[config.mk]
export PLATFORM = sky130hd
export DESIGN_NAME = fft_addr_sequencer_flat
export DESIGN_NICKNAME = d
export VERILOG_FILES = /design/src/rtl/fft_addr_sequencer_if.sv /design/src/rtl/fft_addr_sequencer.sv /design/src/flat_wrapper.sv
export SDC_FILE = /design/constraint.sdc
export NUM_CORES = 1
export LEC_CHECK = 0
export ABC_AREA = 1
export CORE_AREA = 2 2 39 41
export CTS_CLUSTER_SIZE = 14
export DETAILED_ROUTE_END_ITERATION = 8
export DIE_AREA = 0 0 41 43
export PLACE_DENSITY = 0.73
export SLEW_MARGIN = 0
export SYNTH_ARGS = -nofsm -noshare
export SYNTH_HDL_FRONTEND = slang
export SYNTH_SLANG_ARGS = --single-unit
[constraint.sdc]
create_clock -name clk -period 2.6 [get_ports clk]
set_clock_uncertainty 0.2 [all_clocks]
set_input_delay 0.52 -clock clk [delete_from_list [all_inputs] [get_ports clk]]
set_output_delay 0.52 -clock clk [all_outputs]
set_load 0.005 [all_outputs]
[src/rtl/fft_addr_sequencer_if.sv]
// Handshake and address bundle between a controller and the FFT address sequencer.
// The sequencer connects through the slave modport; the controller drives start/en/sclr.
interface fft_addr_sequencer_if #(
  parameter int unsigned LOG2N = 3,
  parameter int unsigned STG_W = 2
);
  logic               sclr;
  logic               start;
  logic               en;
  logic               busy;
  logic [STG_W-1:0]   stage;
  logic [LOG2N-2:0]   bfly;
  logic [LOG2N-1:0]   addr_a;
  logic [LOG2N-1:0]   addr_b;
  logic [LOG2N-2:0]   tw_idx;
  logic               last;
  logic               done;

  modport master (
    output sclr, start, en,
    input  busy, stage, bfly, addr_a, addr_b, tw_idx, last, done
  );

  modport slave (
    input  sclr, start, en,
    output busy, stage, bfly, addr_a, addr_b, tw_idx, last, done
  );
endinterface

[src/rtl/fft_addr_sequencer.sv]
// Radix-2 in-place FFT butterfly address generator: walks stage/butterfly counters
// and decodes the two leg addresses plus twiddle index combinationally from them.
module fft_addr_sequencer #(
  parameter int unsigned LOG2N = 3,
  parameter int unsigned STG_W = 2
) (
  input logic                 clk,
  input logic                 rst_n,
  fft_addr_sequencer_if.slave bus
);
  localparam int unsigned      BflyW     = LOG2N - 1;
  localparam logic [STG_W-1:0] LastStage = STG_W'(LOG2N - 1);
  localparam logic [BflyW-1:0] BflyMax   = '1;

  typedef enum logic [1:0] {StIdle, StRun, StDone} state_e;

  state_e           state_q, state_d;
  logic [STG_W-1:0] stage_q, stage_d;
  logic [BflyW-1:0] bfly_q, bfly_d;

  always_ff @(posedge clk or negedge rst_n) begin
    if (!rst_n) begin
      state_q <= StIdle;
      stage_q <= '0;
      bfly_q  <= '0;
    end else begin
      state_q <= state_d;
      stage_q <= stage_d;
      bfly_q  <= bfly_d;
    end
  end

  always_comb begin
    state_d = state_q;
    stage_d = stage_q;
    bfly_d  = bfly_q;
    if (bus.sclr) begin
      state_d = StIdle;
      stage_d = '0;
      bfly_d  = '0;
    end else begin
      case (state_q)
        StIdle: begin
          if (bus.start) begin
            state_d = StRun;
            stage_d = '0;
            bfly_d  = '0;
          end
        end
        StRun: begin
          if (bus.en) begin
            if (bfly_q != BflyMax) begin
              bfly_d = bfly_q + BflyW'(1);
            end else begin
              bfly_d = '0;
              if (stage_q == LastStage) begin
                state_d = StDone;
                stage_d = '0;
              end else begin
                stage_d = stage_q + STG_W'(1);
              end
            end
          end
        end
        StDone: state_d = StIdle;
        default: begin
          state_d = StIdle;
          stage_d = '0;
          bfly_d  = '0;
        end
      endcase
    end
  end

  // addr_a is k with a zero bit inserted at position s; addr_b sets that bit.
  logic [LOG2N-1:0] k_ext, half, pos, grp_part, addr_a;
  logic [STG_W-1:0] tw_sh;

  always_comb begin
    k_ext    = {1'b0, bfly_q};
    half     = LOG2N'(1) << stage_q;
    pos      = k_ext & (half - LOG2N'(1));
    grp_part = (k_ext >> stage_q) << stage_q;
    addr_a   = (grp_part << 1) | pos;
    tw_sh    = LastStage - stage_q;
  end

  assign bus.addr_a = addr_a;
  assign bus.addr_b = addr_a | half;
  assign bus.tw_idx = BflyW'(pos << tw_sh);
  assign bus.stage  = stage_q;
  assign bus.bfly   = bfly_q;
  assign bus.busy   = (state_q == StRun);
  assign bus.done   = (state_q == StDone);
  assign bus.last   = (state_q == StRun) && (stage_q == LastStage) && (bfly_q == BflyMax);
endmodule

[src/flat_wrapper.sv]
// flat-port wrapper written by rule: the top's interface ports become plain ports
module fft_addr_sequencer_flat 
#(
  parameter int unsigned LOG2N = 3,
  parameter int unsigned STG_W = 2
)
  (clk, rst_n, bus_sclr, bus_start, bus_en, bus_busy, bus_stage, bus_bfly, bus_addr_a, bus_addr_b, bus_tw_idx, bus_last, bus_done);
  fft_addr_sequencer_if #(.LOG2N(LOG2N), .STG_W(STG_W)) bus_i ();
  input logic clk;
  input logic rst_n;
  input wire logic [$bits(bus_i.sclr)-1:0] bus_sclr;
  input wire logic [$bits(bus_i.start)-1:0] bus_start;
  input wire logic [$bits(bus_i.en)-1:0] bus_en;
  output wire logic [$bits(bus_i.busy)-1:0] bus_busy;
  output wire logic [$bits(bus_i.stage)-1:0] bus_stage;
  output wire logic [$bits(bus_i.bfly)-1:0] bus_bfly;
  output wire logic [$bits(bus_i.addr_a)-1:0] bus_addr_a;
  output wire logic [$bits(bus_i.addr_b)-1:0] bus_addr_b;
  output wire logic [$bits(bus_i.tw_idx)-1:0] bus_tw_idx;
  output wire logic [$bits(bus_i.last)-1:0] bus_last;
  output wire logic [$bits(bus_i.done)-1:0] bus_done;
  assign bus_i.sclr = bus_sclr;
  assign bus_i.start = bus_start;
  assign bus_i.en = bus_en;
  assign bus_busy = bus_i.busy;
  assign bus_stage = bus_i.stage;
  assign bus_bfly = bus_i.bfly;
  assign bus_addr_a = bus_i.addr_a;
  assign bus_addr_b = bus_i.addr_b;
  assign bus_tw_idx = bus_i.tw_idx;
  assign bus_last = bus_i.last;
  assign bus_done = bus_i.done;
  fft_addr_sequencer #(.LOG2N(LOG2N), .STG_W(STG_W)) u_core (.clk(clk), .rst_n(rst_n), .bus(bus_i));
endmodule
run_1/placement_by_type.png
Bar = 10 microns. Fill, decap, tap and diode cells in grey.
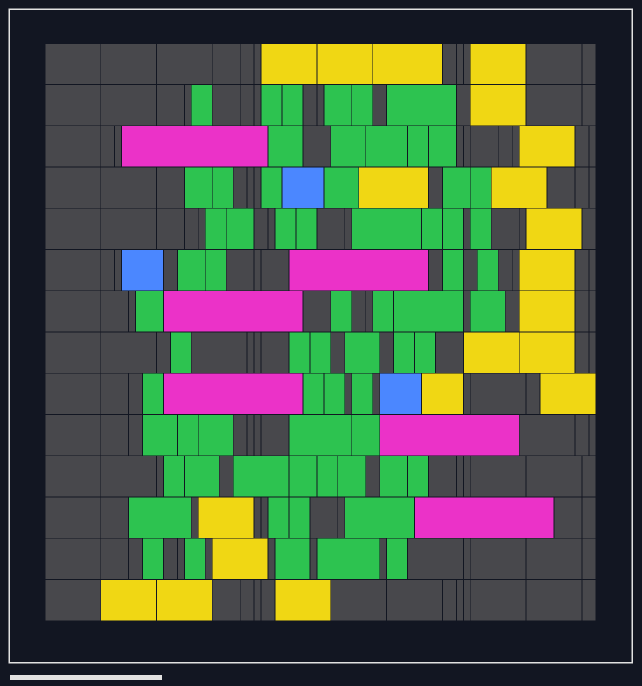
[combinational and other logic] green | cells: 66 | share of their area: 48%
[remaining buffers and delay cells] yellow | cells: 20 | share of their area: 28%
[sequential cells] magenta | cells: 6 | share of their area: 21%
[clock drivers] blue | cells: 3 | share of their area: 3.1%
site row count: 14
Seq area share: 20.2%
CORE AREA: 1380 sq um

run_1/placement.png
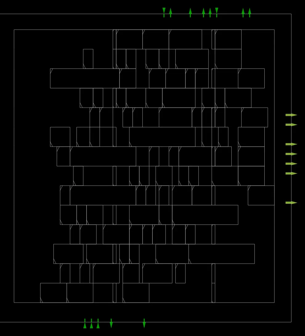
fin cells: 111
num tapcells: 16
Flops: 6

run_1/layer_met2.png
Bar = 10 microns.
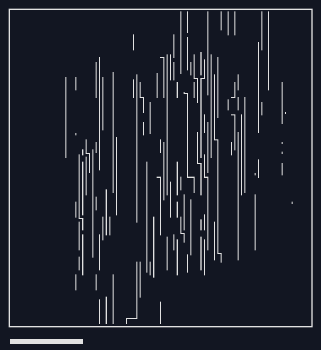
wire length on this layer: 615 microns
nets with wire on the layer: 88
main direction: vertical
share of all routed wire: 56%
vias post-DR: 518
GRT met2 Usage: 25.3%
DRT Wirelength: 1100 microns

run_1/power_grid.png
Pins as bars on the die edge. Tap cells in grey.
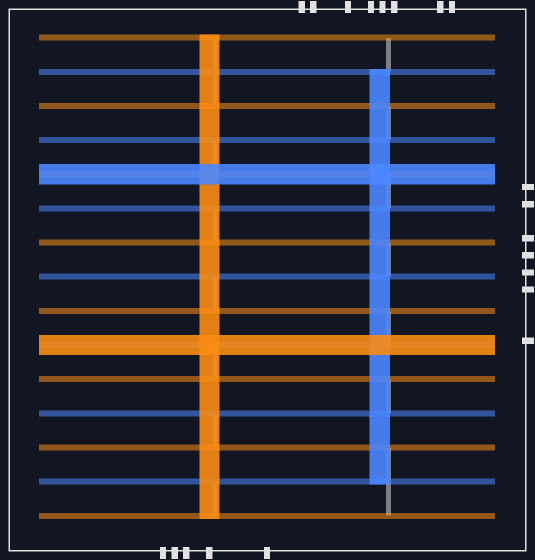
[VSS] orange
[VDD] blue
met5 straps: 2
rows: 14
met4 straps: 2
met1 rails: 15
signal pins: 20
die height: 43 microns
Die Wd: 41 microns
Max VDD drop: 0.264 mV

==> results.toml, run 1 <==
# generated from flow reports
[run_status]
status = "finished, final reports clean"

[final_layout]
drive_gt1_share_pct = 18.9
final_area_sq_um = 748
n_all_buffers = 20
largest_class = "multi-input combinational cells"
fin_util_pct = 54.1
final-comb-area_sq_um = 299
seqCellArea_sq_um = 151
n_all_inverters = 14
layout_top_cell = "clkdlybuf4s50_1"

[clocking]
cts_buffer_depth = 2
cts_tree = "built"
numCtsBuffers = 3
cts.sinks = 6

[place]
routabilityCongestion = 0.768
portBuffers = 19
dp_slack_ns = 0.205
placed_cells = 107

[final_timing]
rsz0062_at_grt = "false"
slew_violations = 0
holdWs_ns = 0.325
tns_ns = 0
setup_viol = 0

[routing]
routedWlPerCell_microns = 9.94
met1_length_microns = 447

[power_and_ir_drop]
power_uw = 468

[synth]
ys_area_sq_um = 499
synthMuxAreaShare_pct = 0
adder_share_pct = 10.0
ys_async_sr_fraction_pct = 100
synthesis.area_sq_um = 499
edf_count = 0
yosys_cells = 72

[die]
die-area_sq_um = 1760
ioPinCount = 20

[worst_setup_path]
r2r-end = "u_core.bus.stage[0]"
crit_required_ns = 1.88

[grt]
grt_pass1_wl_microns = 1880
grt_pass1_vias = 473
top_usage_layer = "met2"
met3_usage_pct = 4.71
[run 1: registers in the layout (all words and copies together), names as in the netlist]
name and cells:
u_core.state_q 2, u_core.bus.stage 2, u_core.bus.bfly 2
[run 1: worst max-delay path by stage]
stage               endpoint  slack (ns)  cells past startpoint
2_1_floorplan  bus_tw_idx[0]        0.76                      4
3_3_place_gp   bus_tw_idx[1]        0.24                      5
3_5_place_dp   bus_tw_idx[0]        0.20                      5
4_1_cts        bus_tw_idx[0]       0.008                      5
5_1_grt             bus_last        0.04                      5
6_report       bus_addr_b[2]        0.19                      4
[run 1: power by group]
part           switching (mW)  total [mW]  internal, mW
Clock                  0.0331      0.0853        0.0522
Sequential             0.0231       0.135         0.112
Combinational           0.120       0.248         0.128
--- run 2 (diff from run 1) ---
--- a/config.mk
+++ b/config.mk
@@ -6,11 +6,11 @@
 export NUM_CORES = 1
 export LEC_CHECK = 0
 export ABC_AREA = 1
-export CORE_AREA = 2 2 39 41
-export CTS_CLUSTER_SIZE = 14
+export CORE_MARGIN = 2
+export CORE_UTILIZATION = 37
+export CTS_CLUSTER_SIZE = 12
 export DETAILED_ROUTE_END_ITERATION = 8
-export DIE_AREA = 0 0 41 43
-export PLACE_DENSITY = 0.73
+export PLACE_DENSITY = 0.75
 export SLEW_MARGIN = 0
 export SYNTH_ARGS = -nofsm -noshare
 export SYNTH_HDL_FRONTEND = slang
==> constraint.sdc (replaced) <==
create_clock -name clk -period 2.1 [get_ports clk]
set_clock_uncertainty 0.2 [all_clocks]
set_input_delay 0.42 -clock clk [delete_from_list [all_inputs] [get_ports clk]]
set_output_delay 0.42 -clock clk [all_outputs]
set_load 0.005 [all_outputs]
==> run 2 against run 1 <==
Effect of this change: register-to-register slack got worse by 0.47 ns; cell count increased by 2.7%; sequential power increased by 15%.
==> results.toml, run 2 <==
# generated from flow reports
[die]
die-area_sq_um = 1660
core_area_sq_um = 1280
ioPinCount = 20
num_rows = 13
die_x_microns = 40.7

[place]
portBuffers = 19
routabilityCongestion = 0.757
placed_cells = 111

[power_and_ir_drop]
pwr-share-seq_pct = 26.3
clkPwrFrac_pct = 19.3
p_comb_uw = 321
top_power_group = "combinational logic"
pg_seq_uw = 155
intPower_uw = 358
switchingPower_uw = 233
ir_drop_mv = 0.407
p_comb_share_pct = 54.4

[worst_setup_path]
cp-endpoint = "bus_busy"
crit_required_ns = 1.48
r2r-end = "u_core.bus.stage[0]"
cp.depth = 2

[final_layout]
layout_top_cell = "nand2_1"
layout.cells.non_filler = 114
drive_gt1_share_pct = 26.3
fin_util_pct = 59.2
final_area_sq_um = 761

[final_timing]
slew_violations = 0
fmaxAchievable_mhz = 492
setup_viol = 0
worst_pin_slew_ns = 0.287

[run_status]
status = "finished, final reports clean"

[synth]
edf_count = 0
netlist.top_cell.by_area = "dfrtp_1"

[grt]
top_usage_layer = "met2"
met3_usage_pct = 8.15
grt_pass1_wl_microns = 1930

[clocking]
cts_tree = "built"
cts_buffer_depth = 2
cts.sinks = 6

[routing]
met1_length_microns = 557
-- run 2: cells by family (layout without fill, tap and decap cells) --
group / after synthesis / after routing / synth area share (%)
adders and majority gates: 4 / 4 / 10.0
and+or+nand+nor: 44 / 44 / 44.6
AOI/OAI and AO/OA: 4 / 4 / 4.76
DFF: 6 / 6 / 30.1
buffers and inverters: 14 / 41 / 10.5
-- run 2: per-stage QoR --
stage	power [mW]	setup TNS, ns
6_report	0.591	0
5_1_grt	0.651	-0.0259
4_1_cts	0.599	-0.0109
3_5_place_dp	0.496	0
3_3_place_gp	0.490	0
2_1_floorplan	0.322	0
-- run 2: cell type report --
cell class,count,area (sq um)
Tap cell,15,18.8
Multi-Input combinational cell,52,308
Clock buffer,3,22.5
Inverter,14,52.6
Sequential cell,6,150
Fill cell,140,524
Timing Repair Buffer,24,209
run_2/clk_routes.png
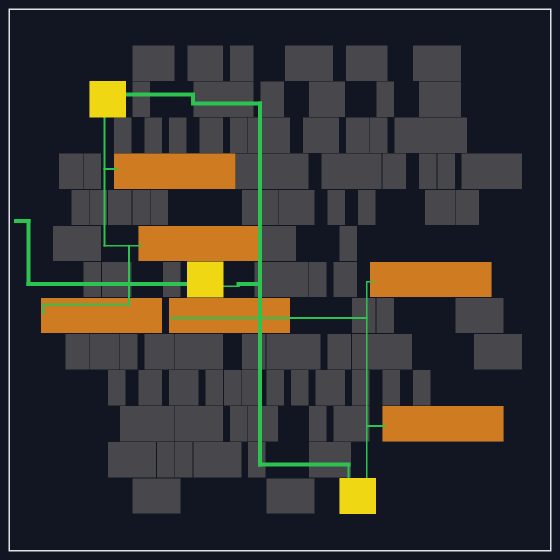
[clock drivers] yellow | count: 3
[flip-flops] orange | count: 6
[clock wires] green | length: 128 microns
routed clock nets: 4
Clk power: 114 uW
clk latency late pin: 0.26 ns

run_2/layer_met2.png
Bar = 10 microns.
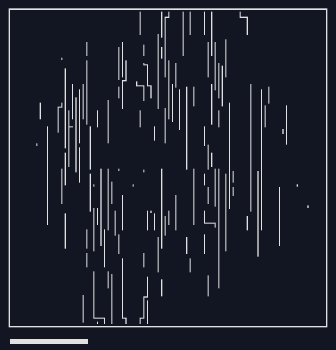
wire length on this layer: 511 microns
main direction: vertical
nets with wire on the layer: 89
GRT met2 Usage: 25.8%
vias post-DR: 536
DRT Wirelength: 1170 microns

--- run 3 (diff from run 2) ---
--- a/config.mk
+++ b/config.mk
@@ -6,11 +6,11 @@
 export NUM_CORES = 1
 export LEC_CHECK = 0
 export ABC_AREA = 1
-export CORE_MARGIN = 2
 export CORE_UTILIZATION = 37
 export CTS_CLUSTER_SIZE = 12
 export DETAILED_ROUTE_END_ITERATION = 8
 export PLACE_DENSITY = 0.75
+export SETUP_SLACK_MARGIN = 0.15
 export SLEW_MARGIN = 0
 export SYNTH_ARGS = -nofsm -noshare
 export SYNTH_HDL_FRONTEND = slang
run_3/clk_routes.png
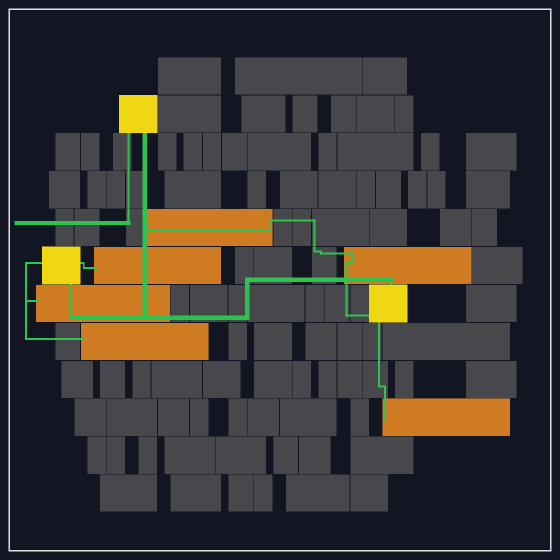
[clock drivers] yellow | count: 3
[clock wires] green | length: 113 microns
[flip-flops] orange | count: 6
routed clock nets: 4
Clk pwr share: 16.3%
Clk power: 112 uW

==> run 3 against run 2 <==
Effect of this change: clock power about the same; register-to-register slack got worse by 0.06 ns; area after synthesis unchanged; maximum frequency decreased by 2.0%; worst hold slack got worse by 0.0064 ns; first-iteration DRC count increased by 50%; combinational power increased by about 30%; critical path depth increased by 3; worst setup slack got worse by 0.041 ns; cell count increased by 4.4%; power increased by 16%.
==> results.toml, run 3 <==
# generated from flow reports
[run_status]
status = "finished, final reports clean"

[power_and_ir_drop]
power_uw = 687
pwr-share-seq_pct = 23.0

[die]
num_rows = 12
die_x_microns = 38.7
core_area_sq_um = 1190
die_h_microns = 38.7

[synth]
yosys_cells = 72
synthMuxAreaShare_pct = 0
ys_area_sq_um = 499
adder_share_pct = 10.0
netlist.top_cell.by_area = "dfrtp_1"
synthesis.area_sq_um = 499
ys_sh_simple_pct = 44.6

[grt]
grt_pass1_vias = 527
met3_usage_pct = 7.51
top_usage_layer = "met2"
grt_pass1_wl_microns = 2180

[worst_setup_path]
cp-endpoint = "bus_tw_idx[0]"
cp.depth = 5

[routing]
met1_length_microns = 597
routedWlPerCell_microns = 12.1

[final_timing]
fmaxAchievable_mhz = 483
worst_pin_slew_ns = 0.279
rsz0062_at_grt = "true"

[place]
routabilityCongestion = 0.781
placed_cells = 110
dp_slack_ns = -0.0410

[final_layout]
final_area_sq_um = 836
drive_gt1_share_pct = 39.0
layout_top_cell = "nand2_1"

[clocking]
numCtsBuffers = 3
run_3/layer_met2.png
Bar = 10 microns.
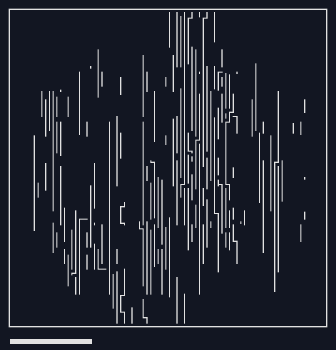
nets with wire on the layer: 96
wire length on this layer: 735 microns
main direction: vertical
vias post-DR: 590
DRT Wirelength: 1440 microns
GRT met2 Usage: 34.2%

## run 3: netlist changes by cell type in the layout (fill, tap and decap cells not counted), moves of 2 or more
cell and change:
dlygate4sd2_1 -2, inv_1 -4, clkbuf_2 -2, ha_4 +2
buf_6 +2, buf_2 +4, inv_2 +4, clkdlybuf4s50_1 -2
dlymetal6s2s_1 +2, buf_4 +4
## run 3: layout make-up
| cell class | count | area (sq um) |
|---|---|---|
| Timing Repair Buffer | 30 | 259 |
| Multi-Input combinational cell | 52 | 333 |
| Tap cell | 14 | 17.5 |
| Sequential cell | 6 | 151 |
| Inverter | 14 | 52.6 |
| Clock buffer | 3 | 22.5 |
| Fill cell | 102 | 350 |
No activity file was given, so power comes from the tool's default toggle rates.
